[config.mk]
export PLATFORM = sky130hd
export DESIGN_NAME = tr_pulse_gen
export DESIGN_NICKNAME = d
export VERILOG_FILES = /design/src/rtl/tr_pulse_gen.sv
export SDC_FILE = /design/constraint.sdc
export NUM_CORES = 1
export LEC_CHECK = 0
export CAP_MARGIN = 10
export CORE_UTILIZATION = 53
export DETAILED_ROUTE_END_ITERATION = 16
export PLACE_DENSITY = 0.79
export SETUP_SLACK_MARGIN = 0.05
export SLEW_MARGIN = 5
export SYNTH_ARGS = -nofsm -noshare
export SYNTH_HDL_FRONTEND = slang
export SYNTH_SLANG_ARGS = --single-unit
[constraint.sdc]
create_clock -name clk -period 3.3 [get_ports clk]
set_clock_uncertainty 0.2 [all_clocks]
set_input_delay 0.66 -clock clk [delete_from_list [all_inputs] [get_ports clk]]
set_output_delay 0.66 -clock clk [all_outputs]
set_load 0.01 [all_outputs]
[src/rtl/tr_pulse_gen.sv]
// Step/direction pulse generator with AUTO, MOVE and MOVE_N run modes, a
// graceful stop, direction setup delay before the first step, and a period
// shadow that only takes effect at period boundaries.
module tr_pulse_gen #(
  parameter int SIZE       = 16,
  parameter int CNT_W      = 16,
  parameter int N_HAND     = 100,
  parameter int DIR_SETUP  = 4,
  parameter int DEF_PERIOD = 1000
) (
  input  logic             clk,
  input  logic             rst,
  input  logic             d_v,
  input  logic [SIZE-1:0]  period,
  input  logic [1:0]       mode,
  input  logic             start,
  input  logic             stop,
  input  logic             dir_in,
  input  logic [CNT_W-1:0] n_pulses,
  output logic             drv_step,
  output logic             drv_step_n,
  output logic             drv_dir,
  output logic             busy,
  output logic             done,
  output logic [CNT_W-1:0] pulse_cnt
);

  localparam logic [1:0] IDLE     = 2'd0;
  localparam logic [1:0] DIR_WAIT = 2'd1;
  localparam logic [1:0] RUN      = 2'd2;
  localparam logic [1:0] FINISH   = 2'd3;

  localparam logic [1:0] MODE_AUTO   = 2'b00;
  localparam logic [1:0] MODE_MOVE   = 2'b01;
  localparam logic [1:0] MODE_RSVD   = 2'b11;

  localparam int WAIT_W = (DIR_SETUP > 1) ? $clog2(DIR_SETUP) : 1;

  logic [1:0]       state_reg, state_next;
  logic [SIZE-1:0]  shadow_reg;
  logic [SIZE-1:0]  act_reg, act_next;
  logic [SIZE-1:0]  phase_reg, phase_next;
  logic [1:0]       mode_reg, mode_next;
  logic [CNT_W-1:0] target_reg, target_next;
  logic [CNT_W-1:0] cnt_reg, cnt_next;
  logic             dir_reg, dir_next;
  logic             stop_reg, stop_next;
  logic [WAIT_W-1:0] wait_reg, wait_next;
  logic             step_reg, step_next;
  logic             step_n_reg;
  logic             busy_reg, busy_next;
  logic             done_reg, done_next;

  logic [SIZE-1:0]  p_eff;
  logic [SIZE-1:0]  phase_inc;
  logic [CNT_W-1:0] cnt_inc;
  logic             period_end;
  logic             target_hit;
  logic             stop_seen;
  logic             begin_period;

  // Effective period is clamped so the pulse always has >=1 high and >=3 low cycles.
  assign p_eff      = (shadow_reg < SIZE'(4)) ? SIZE'(4) : shadow_reg;
  assign phase_inc  = phase_reg + SIZE'(1);
  assign cnt_inc    = (cnt_reg == {CNT_W{1'b1}}) ? cnt_reg : cnt_reg + CNT_W'(1);
  assign period_end = (phase_reg == act_reg - SIZE'(1));
  assign target_hit = (mode_reg != MODE_AUTO) && (cnt_reg >= target_reg);
  assign stop_seen  = stop_reg | stop;

  // Period shadow: loaded in any state, consumed only at period starts.
  always_ff @(posedge clk or negedge rst) begin
    if (!rst) shadow_reg <= SIZE'(DEF_PERIOD);
    else if (d_v) shadow_reg <= period;
  end

  // Next-state and next-output logic for the run sequencer.
  always_comb begin
    state_next   = state_reg;
    act_next     = act_reg;
    phase_next   = phase_reg;
    mode_next    = mode_reg;
    target_next  = target_reg;
    cnt_next     = cnt_reg;
    dir_next     = dir_reg;
    stop_next    = stop_reg;
    wait_next    = wait_reg;
    step_next    = 1'b0;
    done_next    = 1'b0;
    begin_period = 1'b0;

    case (state_reg)
      IDLE: begin
        stop_next = 1'b0;
        if (start && mode != MODE_RSVD) begin
          mode_next   = mode;
          target_next = (mode == MODE_MOVE) ? CNT_W'(N_HAND) : n_pulses;
          cnt_next    = '0;
          if (dir_in != dir_reg) begin
            dir_next   = dir_in;
            wait_next  = WAIT_W'(DIR_SETUP - 1);
            state_next = DIR_WAIT;
          end else if (mode != MODE_AUTO && mode != MODE_MOVE && n_pulses == '0) begin
            state_next = FINISH;
            done_next  = 1'b1;
          end else begin
            begin_period = 1'b1;
          end
        end
      end
      DIR_WAIT: begin
        stop_next = stop_seen;
        if (wait_reg == '0) begin
          // cnt_reg is zero here, so target_hit means a zero-pulse MOVE_N.
          if (stop_seen || target_hit) begin
            state_next = FINISH;
            done_next  = 1'b1;
          end else begin
            begin_period = 1'b1;
          end
        end else begin
          wait_next = wait_reg - WAIT_W'(1);
        end
      end
      RUN: begin
        stop_next = stop_seen;
        if (period_end) begin
          if (stop_seen || target_hit) begin
            state_next = FINISH;
            done_next  = 1'b1;
          end else begin
            begin_period = 1'b1;
          end
        end else begin
          phase_next = phase_inc;
          step_next  = (phase_inc < (act_reg >> 2));
        end
      end
      default: begin
        state_next = IDLE;
      end
    endcase

    // A period start captures the shadow and counts a new pulse.
    if (begin_period) begin
      state_next = RUN;
      phase_next = '0;
      act_next   = p_eff;
      step_next  = 1'b1;
      cnt_next   = (state_reg == RUN) ? cnt_inc : CNT_W'(1);
    end
  end

  assign busy_next = (state_next != IDLE);

  // State and output registers; reset forces IDLE with quiet outputs.
  always_ff @(posedge clk or negedge rst) begin
    if (!rst) begin
      state_reg  <= IDLE;
      act_reg    <= SIZE'(4);
      phase_reg  <= '0;
      mode_reg   <= MODE_AUTO;
      target_reg <= '0;
      cnt_reg    <= '0;
      dir_reg    <= 1'b0;
      stop_reg   <= 1'b0;
      wait_reg   <= '0;
      step_reg   <= 1'b0;
      step_n_reg <= 1'b1;
      busy_reg   <= 1'b0;
      done_reg   <= 1'b0;
    end else begin
      state_reg  <= state_next;
      act_reg    <= act_next;
      phase_reg  <= phase_next;
      mode_reg   <= mode_next;
      target_reg <= target_next;
      cnt_reg    <= cnt_next;
      dir_reg    <= dir_next;
      stop_reg   <= stop_next;
      wait_reg   <= wait_next;
      step_reg   <= step_next;
      step_n_reg <= ~step_reg;
      busy_reg   <= busy_next;
      done_reg   <= done_next;
    end
  end

  assign drv_step   = step_reg;
  assign drv_step_n = step_n_reg;
  assign drv_dir    = dir_reg;
  assign busy       = busy_reg;
  assign done       = done_reg;
  assign pulse_cnt  = cnt_reg;

endmodule

==> run_1/placement.png <==
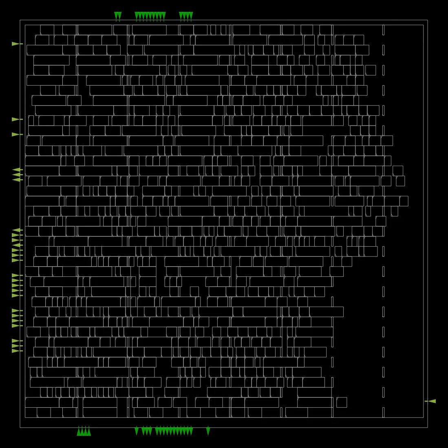
share of the final layout cell area in sequential cells: 29.6%
count of flip-flops and latches: 92
Std-Cell Rows: 39
filler cell count: 861
final standard cell utilization of the core: 68.5%

==> run_1/wires.png <==
Only two layers are drawn.
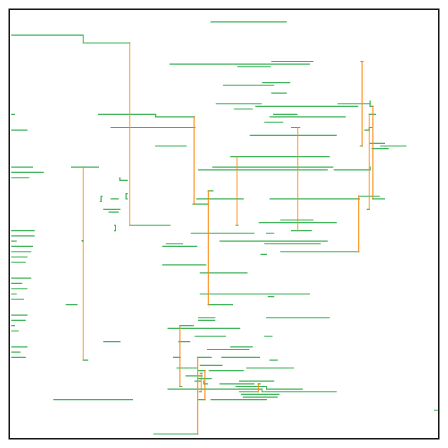
Key: metal 4 = orange [wire length 326 um]; metal 3 = green [wire length 1060 um]
wire length per cell after detailed routing: 18.5 um
Global Route Usage Sum: 30.4%
detailed-route wire length: 17500 um
detailed-route via count: 5833

==> run_1/metal_density.png <==
The die is cut into 22 by 22 equal tiles; white is low, dark blue is high, scaled to the fullest tile. Values are wire area over tile area, all layers added.
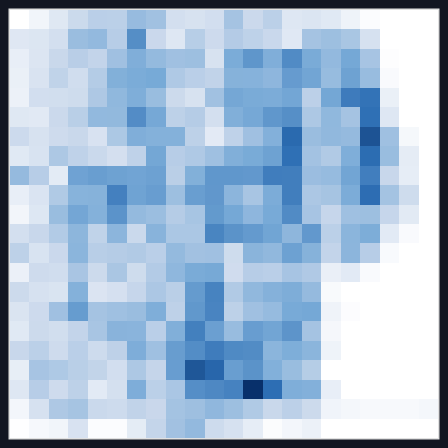
17% of the tiles are over half the peak. The mean over all tiles is 0.23. The emptiest ninth of the die: south-east. 14% of the tiles are nearly empty.

==> run_1/layer_met2.png <==
Scale bar: 20 um.
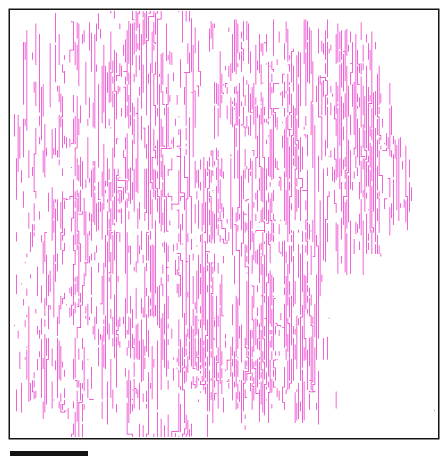
The layer carries 8210 um of wire. 771 nets have wire on it.
M2 GR Usage: 47.6%

==> qor.yml, run 1 <==
outcome: "finished clean"
finish.instance_area_mm2: 0.00782
power.sequential.total_mw: 1.99
drt_iter0_drc: 468
cts.root.buffer_cell: "sky130_fd_sc_hd__clkbuf_16"
cellInternalPower_mw: 3.57
pwr.group.combinational_mw: 3.34
slew_limit_headroom_pct: 54.2
drt_pass1_iterations: 7
nNonClkBuffers: 131
finalHoldViolations: 0
core_region_area_mm2: 0.0114
critical_path.n_buffers_inverters: 2
post_synth_most_frequent_cells: "84 x sky130_fd_sc_hd__dfrtp_1, 69 x sky130_fd_sc_hd__nand2_1, 55 x sky130_fd_sc_hd__o21ai_0, 49 x sky130_fd_sc_hd__inv_1, 39 x sky130_fd_sc_hd__nor2_1"
maxCapViolations: 0
critical_path_class: "register to register"
inverters_excl_clock: 49
critical_path.slowest_cell: "sky130_fd_sc_hd__or4_4"
slew_violations: 0
dr_wl_met2_um: 8210
startpoint_type: "register"
final.hold.worst_slack_ps: 144
antenna_violating_nets_post_route: 0
vdd.ir_drop.worst_mv: 0.677
pwr_density_cell_mw_per_mm2: 816
numPortBuffers: 60
timing.final.setup_violations: 0
synth_cells: 690
cts_tree: "done"
max_slew.worst_pin.slew_ps: 685
fin_crit_ps: 3170
postSynth.asyncResetShare_pct: 100
yosys_area_mm2: 0.00620
grt_pass1_vias: 5517
comb_power_share_pct: 52.3
largest_combinational_cell_category_by_area: "AND-OR/OR-AND gates"
logic_area_mm2: 0.00368
crit_chain: "or4_4, nor2_2, xnor2_1, a221o_1, o211ai_4, buf_4, nor3_4, buf_4, o2111ai_1, o221ai_1"
timing.rr.start: "act_reg[3]"
drcViolationCount: 0
total_power_mw: 6.38
power.share.switching_pct: 44.0
ctsHtreeMaxLevel: 3
tool_warnings: 30
clk-power_mw: 1.06
hpwlAfterDp_um: 13300
fmax_mhz: 315
comb_area_share_pct: 47.1
clockBufferCount: 10
postSynthNetCount: 767
synthTopCellsByArea: "sky130_fd_sc_hd__dfrtp_1 34%, sky130_fd_sc_hd__ha_1 7.5%, sky130_fd_sc_hd__o21ai_0 4.4%, sky130_fd_sc_hd__nand2_1 4.2%, sky130_fd_sc_hd__mux2_2 3.5%"
global_route_hottest_layer: "met2"
==> run 1: worst max-delay path by stage <==
stage	slack, ps	cells past startpoint	from	to
4_1_cts	50	12	phase_reg[1]	drv_step
2_1_floorplan	190	9	n_pulses[1]	act_reg[12]
6_report	130	10	act_reg[3]	pulse_cnt[1]
3_3_place_gp	-90	9	n_pulses[1]	pulse_cnt[2]
3_5_place_dp	-180	9	n_pulses[1]	pulse_cnt[11]
5_1_grt	10	13	act_reg[1]	pulse_cnt[6]
==> run 1: what timing repair did <==
item,4_1_cts,5_1_grt
gates cloned,0,0
buffers inserted,0,2
endpoints found under the hold margin,0,0
pin swaps,1,6
hold buffers,0,0
gates resized,3,27
endpoints found under the setup margin,13,49
==> run 2, diff against run 1 <==
CORE_UTILIZATION = 50   (was 53)
PLACE_DENSITY = 0.75   (was 0.79)
==> run 2 against run 1 <==
Maximum frequency is 1.7% lower. Critical path depth stayed put. Final area is 3.3% higher. Die size is 5.9% higher. Area after synthesis stayed put. Routed wire length is 5.1% higher. Largest power group unchanged.
==> qor.yml, run 2 <==
setup.worst_path.start: "act_reg[5]"
hpwlAfterDp_um: 13600  # +2.5%
finish.instance_area_mm2: 0.00808  # +3.3%
tool_warnings: 30  # unchanged
core_region_area_mm2: 0.0121  # +5.6%
critical_path.n_buffers_inverters: 2  # unchanged
synth_flop_type: "sky130_fd_sc_hd__dfrtp_1"
drcViolationCount: 0  # unchanged
routed-via-count: 5948  # +2.0%
global_route_hottest_layer: "met2"
numPortBuffers: 60  # unchanged
number_of_setup_buffers_added_after_cts: 1  # +1
drt_pass1_iterations: 5  # -2
synth.cellmix.xorXnorShare_pct: 6.08
critical_path_class: "register to register"
core.rowCount: 40  # +2.6%
maxCapViolations: 0  # unchanged
final.hold.worst_slack_ps: 133  # -10.8 ps
pwr_density_cell_mw_per_mm2: 817  # +0.14%
grtUsageTotal_pct: 29.4  # -1.0 points
slew_violations: 0  # unchanged
timing.final.setup_violations: 0  # unchanged
max_slew.worst_pin.slew_ps: 711  # +25.9 ps
postSynth.asyncResetShare_pct: 100  # unchanged
setup_ws_ps: 74.1
grt_use_met2_pct: 45.8  # -1.8 points
final_standard_cell_utilization_of_the_core_pct: 67.0  # -1.5 points
timing.rr.start: "act_reg[5]"
fmax_mhz: 310  # -1.7%
vdd.ir_drop.worst_mv: 0.644  # -4.9%
grt_pass1_vias: 5744  # +4.1%
finalHoldViolations: 0  # unchanged
cts_tree: "done"
ctsHoldBuffers: 0  # unchanged
slew_limit_headroom_pct: 52.6  # -1.6 points
cts.repair.resized: 5  # +2
antenna_violating_nets_post_route: 0  # unchanged
cts.root.buffer_cell: "sky130_fd_sc_hd__clkbuf_16"
critical_path.slowest_cell: "sky130_fd_sc_hd__or4_4"
dr_wl_met2_um: 8490  # +3.3%
routed_wire_length_per_instance_um: 18.7  # +0.83%
synthTopCellsByArea: "sky130_fd_sc_hd__dfrtp_1 34%, sky130_fd_sc_hd__ha_1 7.5%, sky130_fd_sc_hd__o21ai_0 4.4%, sky130_fd_sc_hd__nand2_1 4.2%, sky130_fd_sc_hd__mux2_2 3.5%"
outcome: "finished clean"
synth_cells: 690  # unchanged
post_synth_most_frequent_cells: "84 x sky130_fd_sc_hd__dfrtp_1, 69 x sky130_fd_sc_hd__nand2_1, 55 x sky130_fd_sc_hd__o21ai_0, 49 x sky130_fd_sc_hd__inv_1, 39 x sky130_fd_sc_hd__nor2_1"
fillerInstances: 944  # +9.6%
ctsHtreeMaxLevel: 3  # unchanged
yosys_area_mm2: 0.00620  # unchanged
logic_area_mm2: 0.00375  # +1.9%
drt-total-wl_um: 18400  # +5.1%
crit_chain: "buf_6, or4_4, nor2_4, xnor2_1, a221o_1, o211ai_4, o21ai_4, buf_6, or4_4, a21oi_2"
run 2: cell counts after synthesis:
No cell type changed its count.
run 2: final timing paths:
path	to	depth (start not counted)
setup / recovery	phase_reg[15]	10
hold / removal	pulse_cnt[9]	1
setup reg to reg	phase_reg[15]	10
hold reg to reg	drv_step_n	1
max in group asynchronous	act_reg[2]	2
min in group clk	drv_step_n	1
run 2: area by class of cell:
cell class / count / share of cell area [%]
sequential: 92 / 28.7
multi-input combinational: 515 / 46.5
clock buffer: 9 / 2.79
timing repair buffer: 146 / 16.4
inverter: 49 / 2.28
clock inverter: 7 / 0.821
tap: 168 / 2.60
run 2: power by group:
group	internal [mW]	leakage, nW	total (mW)	switching, mW
clock	0.530	0.138	1.03	0.496
combinational	1.59	2.24	3.60	2.01
sequential	1.52	1.15	1.97	0.449
==> run_2/placement.png <==
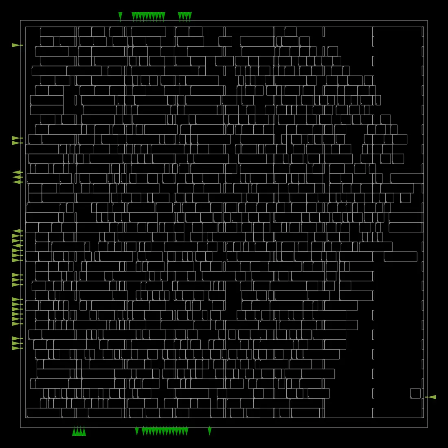
count of non-filler cells in the finished layout: 986
tap cells: 168
share of the final layout cell area in sequential cells: 28.7%

==> run 3, diff against run 2 <==
CTS_CLUSTER_SIZE = 10   (was default)
==> run 3 against run 2 <==
Core utilization is the same. Critical path type unchanged. Power is the same. Area after synthesis is the same. Die size is the same. Largest power group unchanged. Final area is the same. Maximum frequency is the same. Sequential share of layout area is the same. Non-clock buffer count is the same. Clock power is essentially flat. Worst setup slack is the same. Clock-buffer cell count is the same. Worst hold slack is the same.
==> qor.yml, run 3 <==
clkPwrFrac_pct: 15.5  # about the same
pwr.group.combinational_mw: 3.60  # about the same
drt_pass1_iterations: 5  # unchanged
comb_power_share_pct: 54.6  # about the same
max_slew.worst_pin.slew_ps: 711  # unchanged
slew_limit_headroom_pct: 52.6  # unchanged
fmax_mhz: 310  # unchanged
synth_flop_type: "sky130_fd_sc_hd__dfrtp_1"
drcViolationCount: 0  # unchanged
antenna_violating_nets_post_route: 0  # unchanged
finish.instance_area_mm2: 0.00808  # unchanged
global_route_hottest_layer: "met2"
ctsHtreeMaxLevel: 3  # unchanged
finalHoldViolations: 0  # unchanged
cellInternalPower_mw: 3.64  # unchanged
grt_pass1_vias: 5744  # unchanged
routed_wire_length_per_instance_um: 18.7  # unchanged
setup.worst_path.start: "act_reg[5]"
worst-r2r-cell-count: 10  # unchanged
tool_warnings: 30  # unchanged
synthTopCellsByArea: "sky130_fd_sc_hd__dfrtp_1 34%, sky130_fd_sc_hd__ha_1 7.5%, sky130_fd_sc_hd__o21ai_0 4.4%, sky130_fd_sc_hd__nand2_1 4.2%, sky130_fd_sc_hd__mux2_2 3.5%"
power.sequential.total_mw: 1.97  # about the same
critical_path.slowest_cell: "sky130_fd_sc_hd__or4_4"
final_standard_cell_utilization_of_the_core_pct: 67.0  # unchanged
cts.root.buffer_cell: "sky130_fd_sc_hd__clkbuf_16"
setup_ws_ps: 74.1  # unchanged
yosys_area_mm2: 0.00620  # unchanged
power.share.sequential_pct: 29.9  # about the same
core.rowCount: 40  # unchanged
numPortBuffers: 60  # unchanged
grtUsageTotal_pct: 29.4  # unchanged
cts_tree: "done"
post_synth_most_frequent_cells: "84 x sky130_fd_sc_hd__dfrtp_1, 69 x sky130_fd_sc_hd__nand2_1, 55 x sky130_fd_sc_hd__o21ai_0, 49 x sky130_fd_sc_hd__inv_1, 39 x sky130_fd_sc_hd__nor2_1"
critical_path_cell_count: 10  # unchanged
power.switching_mw: 2.95  # unchanged
critPathCapture: "phase_reg[15]"
critical_path.n_buffers_inverters: 2  # unchanged
slew_violations: 0  # unchanged
postSynth.asyncResetShare_pct: 100  # unchanged
outcome: "finished clean"
crit_chain: "buf_6, or4_4, nor2_4, xnor2_1, a221o_1, o211ai_4, o21ai_4, buf_6, or4_4, a21oi_2"
run 3: cell counts after synthesis:
Identical to the previous run, type by type.
run 3: cell families (layout without fill, tap and decap cells):
logic type / Yosys count / count (layout) / share of synthesized area [%]
muxes: 25 / 25 / 4.44
buffers and inverters: 83 / 211 / 5.71
AOI/OAI and AO/OA: 188 / 188 / 20.1
xor gates and xnor gates: 43 / 43 / 6.08
adders and majority gates: 37 / 37 / 7.47
and+or+nand+nor: 222 / 222 / 18.9
DFF: 92 / 92 / 37.3
run 3: cell type report:
type | instances | area, um2
inverters | 49 | 184
well taps | 168 | 210
clock buffers | 9 | 225
fillers | 944 | 3990
repair buffers | 146 | 1320
flip-flops and latches | 92 | 2310
multi-input cells | 515 | 3750
clock inverters | 7 | 66.3
==> run_3/layer_met2.png <==
Scale bar: 20 um.
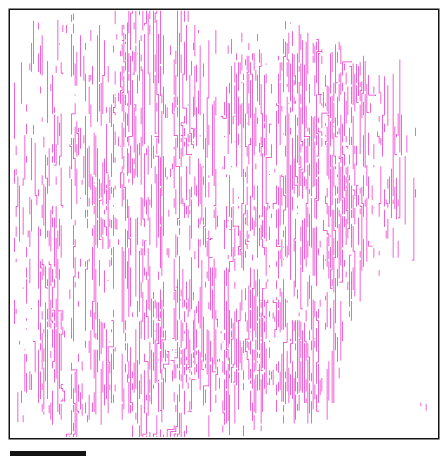
The longest straight run is 40.5 um. The layer carries 8490 um of wire. The layer holds 46% of the routed length. The wires run mostly vertical. 768 nets have wire on it.
detailed-route via count: 5948
M2 GR Usage: 45.8%
detailed-route wire length: 18400 um

Power is estimated from default activity; no workload was simulated.
